==> run_1/placement_by_type.png <==
The bar under the picture is 50 um long.
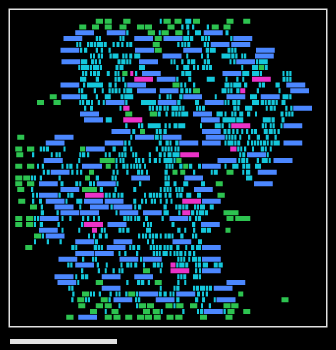
==> run_1/clk_routes.png <==
The bar under the picture is 50 um long.
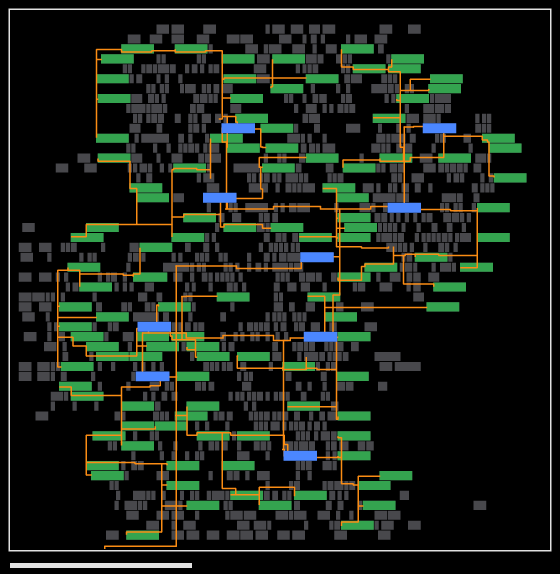
==> run_1/flops_by_reg.png <==
The bar under the picture is 50 um long.
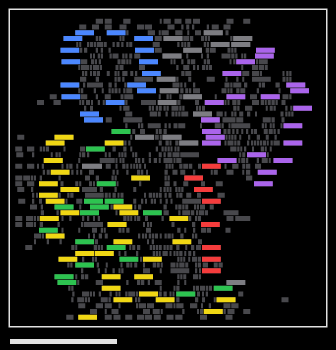
`config.mk`:
```
export PLATFORM = sky130hd
export DESIGN_NAME = telemetry_scheduler
export DESIGN_NICKNAME = d
export VERILOG_FILES = /design/src/rtl/telemetry_pkg.sv /design/src/rtl/frame_tick_gen.sv /design/src/rtl/telemetry_scheduler.sv
export SDC_FILE = /design/constraint.sdc
export NUM_CORES = 1
export LEC_CHECK = 0
export ABC_AREA = 1
export ABC_CLOCK_PERIOD_IN_PS = 1900
export CORE_MARGIN = 2
export CORE_UTILIZATION = 30
export CTS_CLUSTER_SIZE = 16
export DETAILED_ROUTE_END_ITERATION = 10
export PLACE_DENSITY = 0.56
export SLEW_MARGIN = 20
export SYNTH_ARGS = -nofsm -noshare
export SYNTH_HDL_FRONTEND = slang
export SYNTH_SLANG_ARGS = --single-unit
```
`constraint.sdc`:
```
create_clock -name clk -period 1.9 [get_ports clk]
set_clock_uncertainty 0.1 [all_clocks]
set_input_delay 0.19 -clock clk [delete_from_list [all_inputs] [get_ports clk]]
set_output_delay 0.19 -clock clk [all_outputs]
set_load 0.01 [all_outputs]
```
`src/rtl/telemetry_pkg.sv`:
```
// Shared types and constants for the telemetry framer: FSM states, frame geometry, byte builder.
package telemetry_pkg;

    typedef enum logic [2:0] {
        IDLE,
        SNAP,
        LOAD,
        START,
        WAIT_DONE,
        NEXT
    } state_t;

    localparam logic [7:0] HEADER_DEFAULT = 8'hA5;
    localparam int         FRAME_BYTES    = 7;
    localparam int         RPM_W          = 9;
    localparam int         DUTY_W         = 16;

    // Byte idx of one channel frame; the checksum covers everything after the header.
    function automatic logic [7:0] frame_byte(
        input logic [7:0]        hdr,
        input logic [7:0]        ch_id,
        input logic [RPM_W-1:0]  rpm,
        input logic [DUTY_W-1:0] duty,
        input logic [2:0]        idx
    );
        logic [7:0] rpm_hi;
        logic [7:0] csum;
        logic [7:0] b;
        rpm_hi = {7'b0, rpm[8]};
        csum   = ch_id ^ rpm_hi ^ rpm[7:0] ^ duty[15:8] ^ duty[7:0];
        case (idx)
            3'd0:    b = hdr;
            3'd1:    b = ch_id;
            3'd2:    b = rpm_hi;
            3'd3:    b = rpm[7:0];
            3'd4:    b = duty[15:8];
            3'd5:    b = duty[7:0];
            default: b = csum;
        endcase
        return b;
    endfunction

endpackage

```
`src/rtl/frame_tick_gen.sv`:
```
// Free-running period counter; tick pulses for one cycle on the last count before wrap.
// Tick is a decode of the counter register, so it lands in the same cycle the counter reads PERIOD_CLKS-1.
module frame_tick_gen #(
    parameter int PERIOD_CLKS = 1250000
) (
    input  logic clk,
    input  logic reset,
    output logic tick
);
    localparam int CW = (PERIOD_CLKS > 1) ? $clog2(PERIOD_CLKS) : 1;
    localparam logic [CW-1:0] LAST = CW'(PERIOD_CLKS - 1);

    logic [CW-1:0] r_cnt;

    always_ff @(posedge clk or negedge reset) begin
        if (!reset) begin
            r_cnt <= '0;
        end else if (r_cnt == LAST) begin
            r_cnt <= '0;
        end else begin
            r_cnt <= r_cnt + CW'(1);
        end
    end

    assign tick = (r_cnt == LAST);

endmodule

```
`src/rtl/telemetry_scheduler.sv`:
```
// Periodic telemetry framer: snapshots all channels' rpm/duty on a tick and streams 7-byte frames to uart_tx.
// First start_tx 3 cycles after tick; one byte in flight, paced by tx_done; ticks while busy are dropped and counted.
module telemetry_scheduler
    import telemetry_pkg::*;
#(
    parameter int         N_CH        = 2,
    parameter int         PERIOD_CLKS = 1250000,
    parameter logic [7:0] HEADER      = HEADER_DEFAULT
) (
    input  logic                    clk,
    input  logic                    reset,
    input  logic                    uart_en,
    input  logic                    dtr,
    input  logic [N_CH*RPM_W-1:0]   rpm_in,
    input  logic [N_CH*DUTY_W-1:0]  duty_in,
    output logic                    start_tx,
    output logic [7:0]              tx_byte,
    input  logic                    tx_done,
    output logic                    busy,
    output logic [15:0]             frames_sent,
    output logic [7:0]              overrun_cnt
);
    localparam int              CH_W      = (N_CH > 1) ? $clog2(N_CH) : 1;
    localparam logic [2:0]      LAST_BYTE = 3'(FRAME_BYTES - 1);
    localparam logic [CH_W-1:0] LAST_CH   = CH_W'(N_CH - 1);

    state_t                   r_state;
    logic [N_CH*RPM_W-1:0]    r_rpm;
    logic [N_CH*DUTY_W-1:0]   r_duty;
    logic [CH_W-1:0]          r_ch;
    logic [2:0]               r_byte;
    logic                     r_start_tx;
    logic [7:0]               r_tx_byte;
    logic                     r_busy;
    logic [15:0]              r_frames;
    logic [7:0]               r_ovr;

    logic                     w_tick;
    logic                     w_abort;
    logic [RPM_W-1:0]         w_rpm;
    logic [DUTY_W-1:0]        w_duty;
    logic [7:0]               w_byte;

    frame_tick_gen #(
        .PERIOD_CLKS(PERIOD_CLKS)
    ) u_tick (
        .clk   (clk),
        .reset (reset),
        .tick  (w_tick)
    );

    assign w_rpm   = r_rpm[r_ch*RPM_W +: RPM_W];
    assign w_duty  = r_duty[r_ch*DUTY_W +: DUTY_W];
    assign w_byte  = frame_byte(HEADER, 8'(r_ch), w_rpm, w_duty, r_byte);
    assign w_abort = !uart_en || dtr;

    always_ff @(posedge clk or negedge reset) begin
        if (!reset) begin
            r_state    <= IDLE;
            r_rpm      <= '0;
            r_duty     <= '0;
            r_ch       <= '0;
            r_byte     <= '0;
            r_start_tx <= 1'b0;
            r_tx_byte  <= '0;
            r_busy     <= 1'b0;
            r_frames   <= '0;
            r_ovr      <= '0;
        end else begin
            r_start_tx <= 1'b0;
            // A tick that finds a frame in progress is dropped, never queued.
            if (w_tick && (r_state != IDLE) && (r_ovr != 8'hFF)) begin
                r_ovr <= r_ovr + 8'd1;
            end
            case (r_state)
                IDLE: begin
                    if (w_tick && uart_en && !dtr) begin
                        r_state <= SNAP;
                        r_busy  <= 1'b1;
                    end
                end
                SNAP: begin
                    r_rpm   <= rpm_in;
                    r_duty  <= duty_in;
                    r_ch    <= '0;
                    r_byte  <= '0;
                    r_state <= LOAD;
                end
                LOAD: begin
                    r_tx_byte  <= w_byte;
                    r_start_tx <= 1'b1;
                    r_state    <= START;
                end
                START: begin
                    r_state <= WAIT_DONE;
                end
                WAIT_DONE: begin
                    if (tx_done) begin
                        r_state <= NEXT;
                    end
                end
                NEXT: begin
                    if (r_byte != LAST_BYTE) begin
                        r_byte <= r_byte + 3'd1;
                        if (w_abort) begin
                            r_state <= IDLE;
                            r_busy  <= 1'b0;
                        end else begin
                            r_state <= LOAD;
                        end
                    end else begin
                        // Completed frames always count, even if the link drops right here.
                        r_frames <= r_frames + 16'd1;
                        r_byte   <= '0;
                        if ((r_ch == LAST_CH) || w_abort) begin
                            r_state <= IDLE;
                            r_busy  <= 1'b0;
                        end else begin
                            r_ch    <= r_ch + CH_W'(1);
                            r_state <= LOAD;
                        end
                    end
                end
                default: begin
                    r_state <= IDLE;
                    r_busy  <= 1'b0;
                end
            endcase
        end
    end

    assign start_tx    = r_start_tx;
    assign tx_byte     = r_tx_byte;
    assign busy        = r_busy;
    assign frames_sent = r_frames;
    assign overrun_cnt = r_ovr;

endmodule
```
==> out/metrics.cfg, run 1 <==
[status]
status=finished clean

[cells_and_area]
layout_top_cells=nand2_1, dfrtp_1, inv_1
lay_top_count=nand2_1
syn2layout_area_growth_pct=24.9
antenna_cells=0

[clock_tree]
clkLatencyLatePin_ns=0.36
ctsRootBufferMaster=clkbuf_16
cts_setup_buffers=0
cts_sinks=112

[power]
p_per_area_nw_per_um2=1060
ir_drop_v=0.000528

[drt]
routed_via_density=4.42
dr.first_iter.drc_count=308
ant_nets=0
wl_um=15300
wl_per_cell_um=12.7
drcViolationCount=0

[floorplan]
io_pins=89
fp_util_pct=30.7

[logic_synthesis]
syn_inst=834
ys_cells=834

[setup_path]
reg2reg_slack_ns=0.23
reg2reg_from=r_byte[2]
slowest_stage=clkdlybuf4s50_1

[final_timing]
finalCritPeriodShare_pct=89.0
max_slew_margin_pct=68.5
worst_slack_ns=0.208
slew_violations=0

[global_routing]
grt_start_max_net_pins=48

[worst_hold_path]
hold_class=input pin to async pin

Back to the opening pictures, placement_by_type.png:
class	colour	cells	share of their area
clock drivers and dummy loads	magenta	16	3.8%
other buffers and delay cells	green	105	14%
flops	blue	112	38%
combinational and other logic	cyan	703	44%

Back to the opening pictures, clk_routes.png:
[clock wires] orange | length: 1570 um
[clock drivers] blue | count: 9
[flip-flops] green | count: 112
routed clock nets	10

Back to the opening pictures, flops_by_reg.png:
name in the netlist	colour	placed flops
`tx_byte`	red	8
`u_tick.r_cnt`	purple	21
`r_duty`	yellow	32
`frames_sent`	blue	16
`r_rpm`	green	18

## run 1: kinds of logic after synthesis
| family | count (synthesis) | synth area share (%) |
|---|---|---|
| and+or+nand+nor | 473 | 34.0 |
| buffers and inverters | 128 | 8.68 |
| DFF | 112 | 45.0 |
| AOI/OAI and AO/OA | 90 | 7.68 |
| xor gates and xnor gates | 27 | 3.80 |
| adders and majority gates | 4 | 0.804 |
## run 1: stage by stage
| step | util (%) | power, mW | hold WS [ns] | std cells |
|---|---|---|---|---|
| after floorplan | - | 5.38 | -0.206 | 834 |
| after global placement | 36.9 | 6.39 | -0.0848 | 1189 |
| after detailed placement | 36.9 | 6.41 | -0.0835 | 1189 |
| after CTS | 38.3 | 8.31 | 0.111 | 1206 |
| after global routing | 38.3 | 8.89 | 0.121 | 1206 |
| final | 38.3 | 8.20 | 0.101 | 1206 |
## run 1: synthesized netlist by cell type, types with 6 or more instances
cell | number | share of area (%)
o21ai_1 | 10 | 0.80
nand3_1 | 56 | 4.5
xnor2_1 | 6 | 0.84
nor2_1 | 53 | 3.2
inv_2 | 10 | 0.60
inv_1 | 98 | 5.9
or2_2 | 9 | 0.90
xor2_1 | 21 | 3.0
o21ai_0 | 60 | 4.8
nand2_1 | 293 | 18
nor3_1 | 21 | 1.7
nor2_2 | 6 | 0.60
a21oi_1 | 9 | 0.72
dfrtp_1 | 112 | 45
buf_2 | 11 | 0.88
nand3b_1 | 8 | 0.97
a21boi_1 | 7 | 0.84
## run 1: worst max path at each step
| stage | slack [ns] | endpoint | startpoint |
|---|---|---|---|
| 2_1_floorplan | 0.20 | tx_byte[2] | r_byte[2] |
| 3_3_place_gp | 0.18 | busy | uart_en |
| 3_5_place_dp | 0.19 | busy | uart_en |
| 4_1_cts | 0.18 | frames_sent[0] | frames_sent[0] |
| 5_1_grt | 0.06 | tx_byte[7] | r_byte[2] |
| 6_report | 0.21 | frames_sent[0] | frames_sent[0] |
## run 1: final cells by class
cell class              count  area, um2
multi-input cells         594       2880
repair buffers            105       1060
clock buffers               9        225
inverters                 109        410
flip-flops and latches    112       2800
fillers                  2123      12500
clock inverters             7       56.3
well taps                 270        338
## run 1: registers in the layout, indices dropped and copies added (netlist names)
| register | count |
|---|---|
| busy | 1 |
| tx_byte | 8 |
| r_state | 3 |
| start_tx | 1 |
| r_byte | 3 |
| u_tick.r_cnt | 21 |
| frames_sent | 16 |
| r_rpm | 18 |
| r_ch | 1 |
| r_duty | 32 |
| overrun_cnt | 8 |
## run 1: power by group
part | switching (mW) | leakage (nW) | total (mW) | internal (mW)
clock network | 0.944 | 0.130 | 1.85 | 0.903
registers | 0.324 | 1.44 | 3.36 | 3.04
logic | 1.82 | 2.03 | 2.99 | 1.18
## run 1: what timing repair did
action,CTS,global route
gates resized,0,0
setup endpoints to repair,0,0
hold buffers,1,0
endpoints found under the hold margin,112,0
## run 1: metal layers
metal / global-route usage, % / vias up / part of all wire (%)
li1: - / 2808 / -
met1: 21.3 / 2444 / 52
met2: 23.2 / 70 / 45
met3: 2.56 / 12 / 2.4
met4: 4.38 / 0 / 1.3
met5: 0 / - / 0
## Run 2: what changed since run 1
--- a/config.mk
+++ b/config.mk
@@ -7,7 +7,8 @@
 export LEC_CHECK = 0
 export ABC_AREA = 1
 export ABC_CLOCK_PERIOD_IN_PS = 1900
-export CORE_MARGIN = 2
+export CAP_MARGIN = 20
+export CORE_MARGIN = 5
 export CORE_UTILIZATION = 30
 export CTS_CLUSTER_SIZE = 16
 export DETAILED_ROUTE_END_ITERATION = 10
==> run_2/placement_by_type.png <==
The bar under the picture is 50 um long.
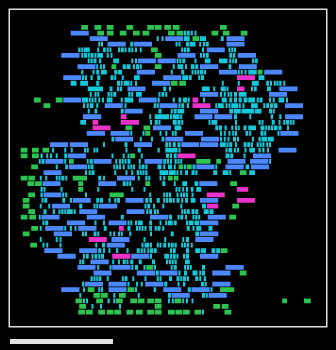
class	colour	cells	share of their area
clock drivers and dummy loads	magenta	16	4.1%
other buffers and delay cells	green	106	14%
flops	blue	112	38%
combinational and other logic	cyan	703	44%

==> out/metrics.cfg, run 2 <==
[drt]
ant_nets=0  ; unchanged
dr.first_iter.drc_count=269  ; -13%
wl_per_cell_um=12.6  ; -0.84%
drcViolationCount=0  ; unchanged

[cells_and_area]
flop_area_um2=2800  ; unchanged
antenna_cells=0  ; unchanged
largest_reg_flops=32  ; unchanged
lay_top_count=nand2_1
fillers=2124  ; +0.047%

[setup_path]
cp-startpoint=frames_sent[0]
slowest_stage=clkdlybuf4s50_1

[clock_tree]
cts_setup_buffers=0  ; unchanged
ctsRootBufferMaster=clkbuf_16
clkLatencyLatePin_ns=0.36  ; about the same
cts_resized=0  ; unchanged
cts_sinks=112  ; unchanged

[floorplan]
io_pins=89  ; unchanged

[global_routing]
grt_use_met1_pct=18.2  ; -3.1 points
globalRouteMet3Util_pct=2.36  ; -0.20 points
grt.met2_usage_pct=20.4  ; -2.8 points
grt_start_max_net_pins=52  ; +8.3%

[status]
status=finished clean

[logic_synthesis]
area_leaders=dfrtp_1, nand2_1, inv_1, o21ai_0, nand3_1
yosysMostFrequentCell=nand2_1
top_area_cell=dfrtp_1
synth_top_area_share_pct=45.0  ; unchanged

[power]
p_per_area_nw_per_um2=1060  ; +0.14%

[final_timing]
max_slew_margin_pct=70.4  ; +1.9 points

[worst_hold_path]
hold_class=input pin to async pin

run 2: cell count changes in the layout (fill, tap and decap cells not counted), sizes merged:
cell,change
clkinvlp,-2
buf,+1
inv,+1
clkinv,+1
run 2: cells by family after synthesis:
group	share of synthesized area, %
and+or+nand+nor	34.0
DFF	45.0
xor gates and xnor gates	3.80
buffers and inverters	8.68
adders and majority gates	0.804
AOI/OAI and AO/OA	7.68
run 2: report_power, final:
group	internal [mW]	total (mW)	switching [mW]
clock network	0.932	1.90	0.963
registers	3.03	3.36	0.322
logic	1.16	2.99	1.83
run 2: layout make-up:
class	instances	area share, %
timing repair buffer	106	13.7
tap	270	4.33
clock buffer	9	2.89
sequential	112	35.9
clock inverter	7	0.994
multi-input combinational	594	36.9
inverter	109	5.26
run 2: worst paths after layout:
kind / to / slack, ns
setup / recovery: frames_sent[0] / 0.21
max in group asynchronous: u_tick.r_cnt[2] / 0.95
hold / removal: r_rpm[11] / 0.18
min in group clk: r_duty[19] / 0.26
setup reg to reg: tx_byte[1] / 0.22
hold reg to reg: r_duty[5] / 0.38
run 2: through the flow:
step / utilization [%] / cell area [um2] / std cells / setup slack [ns] / hold slack [ns]
6_report: 38.4 / 7800 / 1207 / 0.215 / 0.176
5_1_grt: 38.4 / 7800 / 1207 / 0.0292 / 0.192
4_1_cts: 38.4 / 7800 / 1207 / 0.182 / 0.174
3_5_place_dp: 36.9 / 7490 / 1190 / 0.181 / 0.00591
3_3_place_gp: 36.9 / 7490 / 1190 / 0.123 / 0.0124
2_1_floorplan: - / 6220 / 834 / 0.199 / -0.206
run 2: per-layer routing:
metal | vias up | share of wire (%) | routed length (um)
met2 | 84 | 46 | 6910
met5 | - | 0 | 0
met4 | 0 | 1.7 | 263
met3 | 14 | 2.9 | 435
li1 | 2805 | - | -
met1 | 2403 | 50 | 7540
## Run 3: what changed since run 2
--- a/config.mk
+++ b/config.mk
@@ -10,6 +10,7 @@
 export CAP_MARGIN = 20
 export CORE_MARGIN = 5
 export CORE_UTILIZATION = 30
+export CTS_BUF_LIST = sky130_fd_sc_hd__clkbuf_16
 export CTS_CLUSTER_SIZE = 16
 export DETAILED_ROUTE_END_ITERATION = 10
 export PLACE_DENSITY = 0.56
==> run_3/congestion.png <==
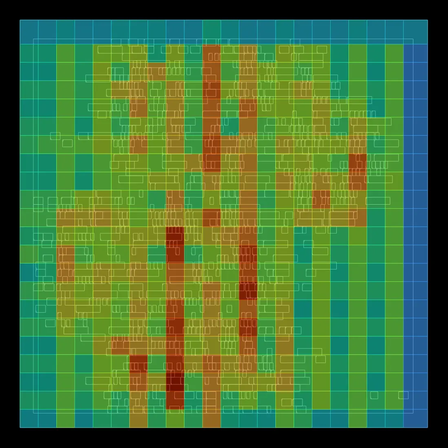
DR WL/cell: 12.6 um
M1 GR Usage: 18.2%
GR Util met2: 20.4%

==> out/metrics.cfg, run 3 <==
[status]
status=finished clean

[final_timing]
worst_slack_ns=0.215  ; unchanged
finalCritPeriodShare_pct=88.7

[cells_and_area]
lay_top_count=nand2_1
antenna_cells=0  ; unchanged
drive_above_1_share_pct=8.86

[worst_hold_path]
hold_class=input pin to async pin

[power]
intPower_mw=5.13  ; unchanged
switching_power_mw=3.11  ; unchanged
p_clk_share_pct=23.0  ; about the same
comb_power_share_pct=36.3  ; about the same
p_per_area_nw_per_um2=1060  ; unchanged
finalPower_mw=8.24

[clock_tree]
cts_sinks=112  ; unchanged
clkLatencyLatePin_ns=0.36  ; about the same
cts_setup_buffers=0  ; unchanged

[global_routing]
grt_start_max_net_pins=52  ; unchanged

[placed_design]
place_ws_ns=0.181  ; unchanged

[drt]
dr.first_iter.drc_count=269  ; unchanged
wl_um=15100
ant_nets=0  ; unchanged
drcViolationCount=0  ; unchanged

[logic_synthesis]
top_area_cell=dfrtp_1
area_leaders=dfrtp_1, nand2_1, inv_1, o21ai_0, nand3_1
synth_flops=112
synth_top_area_share_pct=45.0  ; unchanged
yosysMostFrequentCell=nand2_1

[floorplan]
io_pins=89  ; unchanged

[setup_path]
slowest_stage=clkdlybuf4s50_1
crit_path_max_incr_delay_ns=0.59

==> run 3: cell counts after synthesis <==
No cell type changed its count.
==> run 3: path summary, 6_finish.rpt <==
check                      slack, ns           start  depth (start not counted)         endpoint
setup / recovery                0.21  frames_sent[0]                          1   frames_sent[0]
hold / removal                  0.18           reset                          2        r_rpm[11]
setup reg to reg                0.22            r_ch                          6       tx_byte[1]
hold reg to reg                 0.38       r_duty[5]                          2        r_duty[5]
max in group asynchronous       0.95           reset                          3  u_tick.r_cnt[2]
min in group clk                0.26     duty_in[19]                          3       r_duty[19]
==> run 3: per-layer routing <==
layer	vias to the layer above	track usage, %	routed length (um)
li1	2805	-	-
met1	2403	18.2	7540
met2	84	20.4	6910
met3	14	2.36	435
met4	0	4.25	263
met5	-	0	0
==> run 3: cell type report <==
| cell class | instances | area, um2 |
|---|---|---|
| inverter | 109 | 410 |
| sequential | 112 | 2800 |
| clock inverter | 7 | 77.6 |
| clock buffer | 9 | 225 |
| multi-input combinational | 594 | 2880 |
| tap | 270 | 338 |
| timing repair buffer | 106 | 1070 |
| fill | 2124 | 12500 |
==> run 3: logic make-up after synthesis <==
kind of cell | Yosys count | synth area share, %
AND-OR/OR-AND | 90 | 7.68
XOR/XNOR | 27 | 3.80
adder cells (fa/ha/maj) | 4 | 0.804
buffers and inverters | 128 | 8.68
flip-flops | 112 | 45.0
AND/OR/NAND/NOR | 473 | 34.0
==> run 3: power groups by stage <==
stage                     logic (mW)  clock network (mW)  registers [mW]
final                           2.99                1.90            3.36
after global routing            3.45                2.08            3.44
after CTS                       3.02                1.99            3.36
after detailed placement        3.01                   0            3.41
after global placement          3.00                   0            3.39
after floorplan                 2.01                   0            3.36
==> run 3: repair_timing <==
action	4_1_cts	5_1_grt
hold buffers	1	0
hold endpoints to repair	112	0
resized	0	0
==> run 3: per-stage QoR <==
stage / area (um2) / cells / utilization [%] / hold slack [ns]
after floorplan: 6220 / 834 / - / -0.206
after global placement: 7490 / 1190 / 36.9 / 0.0124
after detailed placement: 7490 / 1190 / 36.9 / 0.00591
after CTS: 7800 / 1207 / 38.4 / 0.174
after global routing: 7800 / 1207 / 38.4 / 0.192
final: 7800 / 1207 / 38.4 / 0.176
Power figures rest on the tool's default switching activity, not on a simulated workload.
